--- src/rtl/csa_resolve.sv ---
// Resolves a carry-save (sum, carry) pair plus carry-in into a binary N+1 bit
// result, SEG bits per clock, with valid/ready handshakes on both sides.
module csa_resolve #(
    parameter int N   = 64,
    parameter int SEG = 16
) (
    input  logic         clk,
    input  logic         reset,
    input  logic         in_valid,
    output logic         in_ready,
    input  logic [N-1:0] sum_in,
    input  logic [N-1:0] carry_in,
    input  logic         cin,
    output logic         out_valid,
    input  logic         out_ready,
    output logic [N:0]   result_out
);

    localparam int NSEG = N / SEG;
    localparam int KW   = (NSEG > 1) ? $clog2(NSEG) : 1;

    typedef enum logic [1:0] {IDLE, RUN, DONE} state_t;

    state_t         state_q, state_d;
    logic [KW-1:0]  k_q, k_d;
    logic           c_q, c_d;
    logic           in_ready_q, in_ready_d;
    logic           out_valid_q, out_valid_d;
    logic [N:0]     result_q, result_d;
    logic [N-1:0]   sum_q, carry_q;
    logic           cap_en;
    logic [SEG:0]   seg_sum;
    int             seg_lo;

    function automatic logic [SEG:0] seg_add(input logic [SEG-1:0] a,
                                             input logic [SEG-1:0] b,
                                             input logic           ci);
        return {1'b0, a} + {1'b0, b} + {{SEG{1'b0}}, ci};
    endfunction

    always_comb begin
        state_d     = state_q;
        k_d         = k_q;
        c_d         = c_q;
        out_valid_d = out_valid_q;
        result_d    = result_q;
        cap_en      = 1'b0;
        seg_lo      = int'(k_q) * SEG;
        seg_sum     = seg_add(sum_q[seg_lo +: SEG], carry_q[seg_lo +: SEG], c_q);

        case (state_q)
            IDLE: begin
                if (in_valid && in_ready_q) begin
                    cap_en  = 1'b1;
                    k_d     = '0;
                    c_d     = cin;
                    state_d = RUN;
                end
            end
            RUN: begin
                result_d[seg_lo +: SEG] = seg_sum[SEG-1:0];
                c_d = seg_sum[SEG];
                if (k_q == KW'(NSEG - 1)) begin
                    // Final segment: its carry-out becomes the result MSB.
                    result_d[N] = seg_sum[SEG];
                    k_d         = '0;
                    out_valid_d = 1'b1;
                    state_d     = DONE;
                end else begin
                    k_d = k_q + 1'b1;
                end
            end
            DONE: begin
                if (out_ready) begin
                    out_valid_d = 1'b0;
                    state_d     = IDLE;
                end
            end
            default: state_d = IDLE;
        endcase

        // Registered ready tracks the state being entered, so it drops on the
        // accepting edge and rises the cycle after the output handshake.
        in_ready_d = (state_d == IDLE);
    end

    always_ff @(posedge clk or posedge reset) begin
        if (reset) begin
            state_q     <= IDLE;
            k_q         <= '0;
            c_q         <= 1'b0;
            in_ready_q  <= 1'b0;
            out_valid_q <= 1'b0;
            result_q    <= '0;
        end else begin
            state_q     <= state_d;
            k_q         <= k_d;
            c_q         <= c_d;
            in_ready_q  <= in_ready_d;
            out_valid_q <= out_valid_d;
            result_q    <= result_d;
        end
    end

    always_ff @(posedge clk) begin
        if (cap_en) begin
            sum_q   <= sum_in;
            carry_q <= carry_in;
        end
    end

    assign in_ready   = in_ready_q;
    assign out_valid  = out_valid_q;
    assign result_out = result_q;

endmodule

--- config.mk ---
export PLATFORM = sky130hd
export DESIGN_NAME = csa_resolve
export DESIGN_NICKNAME = d
export VERILOG_FILES = /design/src/rtl/csa_resolve.sv
export SDC_FILE = /design/constraint.sdc
export NUM_CORES = 1
export LEC_CHECK = 0
export ABC_AREA = 1
export CAP_MARGIN = 20
export CORE_MARGIN = 2
export CORE_UTILIZATION = 40
export CTS_BUF_LIST = sky130_fd_sc_hd__clkbuf_8
export DETAILED_ROUTE_END_ITERATION = 6
export PLACE_DENSITY = 0.77
export SYNTH_ARGS = -nofsm -noshare
export SYNTH_HDL_FRONTEND = slang
export SYNTH_SLANG_ARGS = --single-unit
--- constraint.sdc ---
create_clock -name clk -period 13.9 [get_ports clk]
set_input_delay 2.78 -clock clk [delete_from_list [all_inputs] [get_ports clk]]
set_output_delay 2.78 -clock clk [all_outputs]
set_load 0.05 [all_outputs]
Selected gate families:
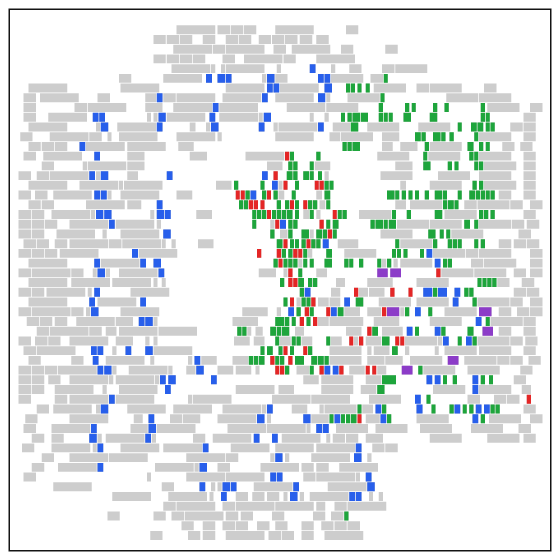
- blue: aoi and oai cells (cells 132; most used o21ai_0; where widely spread)
- green: nand cells (cells 253; most used nand2_1)
- purple: non-inverting ao/oa cells (cells 7; most used a22o_1; where east)
- red: inv cells (cells 56; most used inv_1; where centre)

Register map, names as in the netlist:
The bar under the picture is 50 um long. Other sequential cells in the stronger grey, the rest of the logic in the fainter grey.
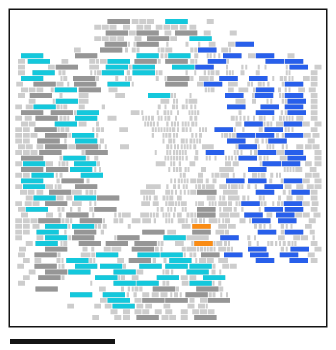
- blue: `result_out` (placed flops 65)
- orange: `state_q` (placed flops 2)
- cyan: `sum_q` (placed flops 64)
Seq. pwr: 0.870 mW
Final Util: 0.533

Wiring by layer:
Only two layers are drawn.
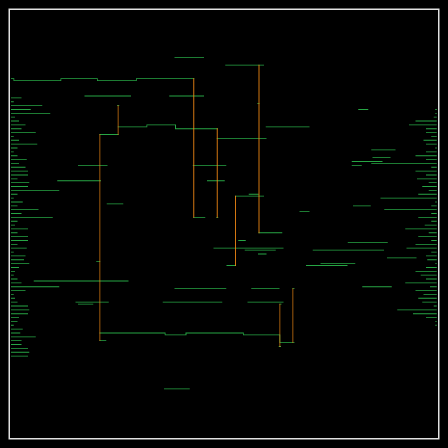
- green: metal 3 (wire length 1230 um)
- orange: metal 4 (wire length 281 um)
WL final: 21300 um
total track usage: 0.189

Track usage over the die:
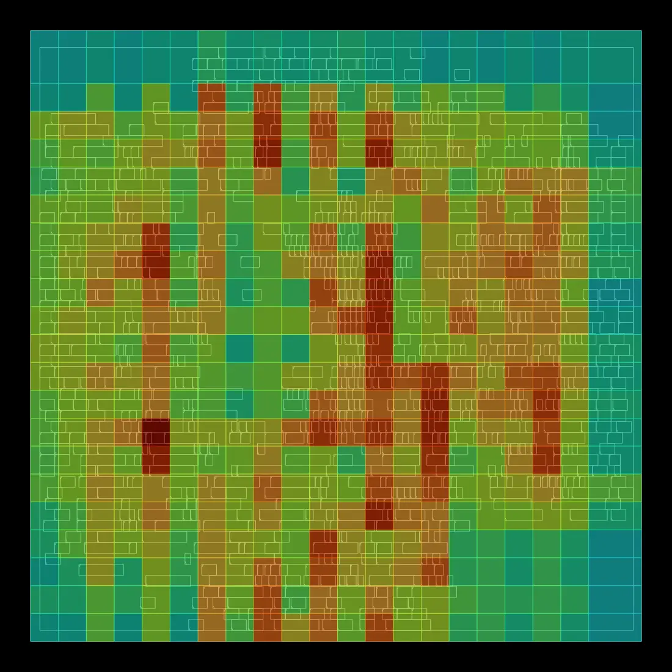
most used routing layer in global routing: met2
DR WL/cell: 16.5 um
M1 GR Usage: 0.260
met2 track demand over resource: 0.309
GR Layer Usage met3: 0.0346

==> impl_metrics.env <==
# flow metrics
export IMPL_status="complete, no violations"
export IMPL_final_antenna_net_count=0
export IMPL_coreArea_um2=21200
export IMPL_syn_inst=810
export IMPL_cts_resized=0
export IMPL_required_ns=13.99
export IMPL_gp_congestion=0.844
export IMPL_dpl_instance_area_um2=10900
export IMPL_arrival_ns=4.85
export IMPL_fin_crit_ns=4.75
export IMPL_setup_worst_path_class="in2reg"
export IMPL_r2r_cells=15
export IMPL_syn_avg_cell_area_um2=10.7
export IMPL_ys_flops=200
export IMPL_top_area_cell="edfxtp_1"
export IMPL_cts_tree="built"
export IMPL_chip_area_um2=22800
export IMPL_power_total_mw=2.84
export IMPL_drc=0
export IMPL_netlist_top_cells_area="edfxtp_1 44%, dfrtp_1 21%, nand2_1 8.9%"
export IMPL_fin_tns_setup_ns=0
export IMPL_rsz0062_at_grt="no"
export IMPL_hold_viol_final=0
export IMPL_synth_area_um2=8650
export IMPL_floorplan_core_util=0.409
export IMPL_grt_max_degree=81
export IMPL_hp_class="reg2reg"
export IMPL_syn2layout_area_growth_pct=30.5
export IMPL_die_height_um=151
export IMPL_grt_pass1_wl_um=32700
export IMPL_irDropWorstVdd_v=0.000116
export IMPL_ys_types=33
export IMPL_comb_area_um2=2660
export IMPL_clockRootBuffer="clkbuf_8"
export IMPL_core_rowCount=53
export IMPL_antenna_found_initial=0
export IMPL_cts_htree_levels=4
export IMPL_n_fill_cell=1837
export IMPL_hold_path_end="out_valid"
export IMPL_place_ws_ns=8.63
export IMPL_post_cts_setup_buffers=0
export IMPL_hold_depth=2
export IMPL_dr_pass1_iters=5
export IMPL_port_buffers=199
export IMPL_cts_buffers=17
export IMPL_numClockSinks=200
export IMPL_num_antenna_cells=0
export IMPL_r2r_end="result_out[56]"
export IMPL_synth_chip_area_um2=8650
export IMPL_hpwl_um=15100
export IMPL_synth_seq_share=0.653
export IMPL_fp_dieW_um=151
export IMPL_grt_pass1_vias=6267
export IMPL_drive_gt1_frac=0.0561
export IMPL_synth_top_area_share=0.444
export IMPL_clockBufferDepth=2
export IMPL_worst_slew_pin_slew_ns=1.07
export IMPL_async_reset_ff_frac=0.360
export IMPL_fp_nets=967
export IMPL_p_per_area_nw_per_um2=252
export IMPL_synth_edff_count=128
export IMPL_overflow=0
export IMPL_fin_ws_ns=9.15
export IMPL_hold_buffers=0
export IMPL_viasPerCell=5.03
export IMPL_ys_cells=810
export IMPL_clk_pin_slew_ns=0.09
export IMPL_clkLatencyLatePin_ns=0.47
export IMPL_io_pins=200
export IMPL_whs_ns=0.486
export IMPL_drv_slew=0
export IMPL_skew_ns=0.0135
export IMPL_reg2reg_slack_ns=9.94
export IMPL_post_route_period_util=0.342
export IMPL_reg2reg_from="k_q[0]"
export IMPL_maxCapViolations=0
export IMPL_final_nets=1160
export IMPL_cp_start_kind="primary input"
export IMPL_warnings=32
export IMPL_drtIter0Drc=425
export IMPL_timing_fmax_mhz=210
export IMPL_ys_flop_type="edfxtp_1"
export IMPL_fin_area_um2=11300
export IMPL_finalSetupViolations=0
export IMPL_synth_warnings=0
export IMPL_crit_path_end_kind="register"
export IMPL_regArea_um2=5650
export IMPL_maxSlewHeadroom=0.283
export IMPL_vias=6495
export IMPL_hp_start="out_valid"
export IMPL_crit_fanout=80
export IMPL_p_leak_nw=4.61
==> cells in the mapped netlist, drive strengths merged (3+ instances only) <==
| library cell | count |
|---|---|
| clkbuf | 20 |
| nand4 | 17 |
| nor2 | 88 |
| edfxtp | 128 |
| buf | 12 |
| nand2 | 208 |
| xor2 | 6 |
| a21oi | 8 |
| nand3 | 26 |
| ha | 22 |
| o21ai | 90 |
| dfrtp | 72 |
| inv | 55 |
| a22o | 5 |
| o22ai | 32 |
| nor3 | 6 |
| xnor2 | 3 |
==> per-stage QoR <==
step                utilization  std cells
CTS                       0.533       1291
global route              0.533       1291
finish                    0.533       1291
floorplan                     -        810
global placement          0.516       1259
detailed placement        0.516       1259
==> state kept, by name, indices dropped and copies added (netlist names) <==
register / cells
result_out: 65
out_valid: 1
k_q: 2
state_q: 2
c_q: 1
carry_q: 64
sum_q: 64
in_ready: 1
==> routing by layer <==
metal | wire length, um | track usage | up-vias
met4 | 280 | 0.0519 | 0
li1 | - | - | 3151
met1 | 9540 | 0.260 | 3101
met3 | 1230 | 0.0346 | 21
met5 | 0 | 0 | -
met2 | 10200 | 0.309 | 222
==> kinds of logic after synthesis <==
logic type	share of synthesized area
buf+inv	0.0402
flops	0.653
compound gates	0.0890
simple gates	0.172
xor+xnor	0.00998
fa+ha+maj	0.0365
==> worst max-delay path by stage <==
| stage | slack [ns] | start | endpoint |
|---|---|---|---|
| 2_1_floorplan | 1.17 | in_valid | in_ready |
| 3_3_place_gp | 8.69 | in_valid | carry_q[63] |
| 3_5_place_dp | 8.63 | in_valid | sum_q[63] |
| 4_1_cts | 9.14 | in_valid | sum_q[63] |
| 5_1_grt | 9.01 | in_valid | sum_q[15] |
| 6_report | 9.15 | in_valid | sum_q[15] |
==> area by class of cell <==
cell class                 instances  share of cell area
clock buffer                      17              0.0207
clock inverter                    15              0.0126
inverter                          56              0.0186
multi-input combinational        522               0.236
sequential                       200               0.500
tap                              275              0.0305
timing repair buffer             206               0.181
==> power by group <==
part	total [mW]	internal [mW]	switching (mW)
logic	1.62	0.497	1.12
registers	0.870	0.792	0.0782
clock network	0.358	0.146	0.212
total	2.84	1.43	1.41
==> critical path: stages <==
cell and delay (ns):
clkdlybuf4s50_1 0.45, nand2_1 0.06, nor3_2 0.10, buf_4 0.54, buf_4 0.86
==> layout by cell type (no fill, tap or decap), drive strengths merged, types with 5 or more instances in the layout <==
master         instances
nor3                   6
a22o                   5
clkbuf                17
buf                    7
inv                   62
nand4                 17
nand3                 26
o22ai                 32
edfxtp               128
dfrtp                 72
clkdlybuf4s50        199
nand2                208
nor2                  88
xor2                   6
clkinv                 5
a21oi                  8
ha                    22
o21ai                 90
Power figures rest on the tool's default switching activity, not on a simulated workload.
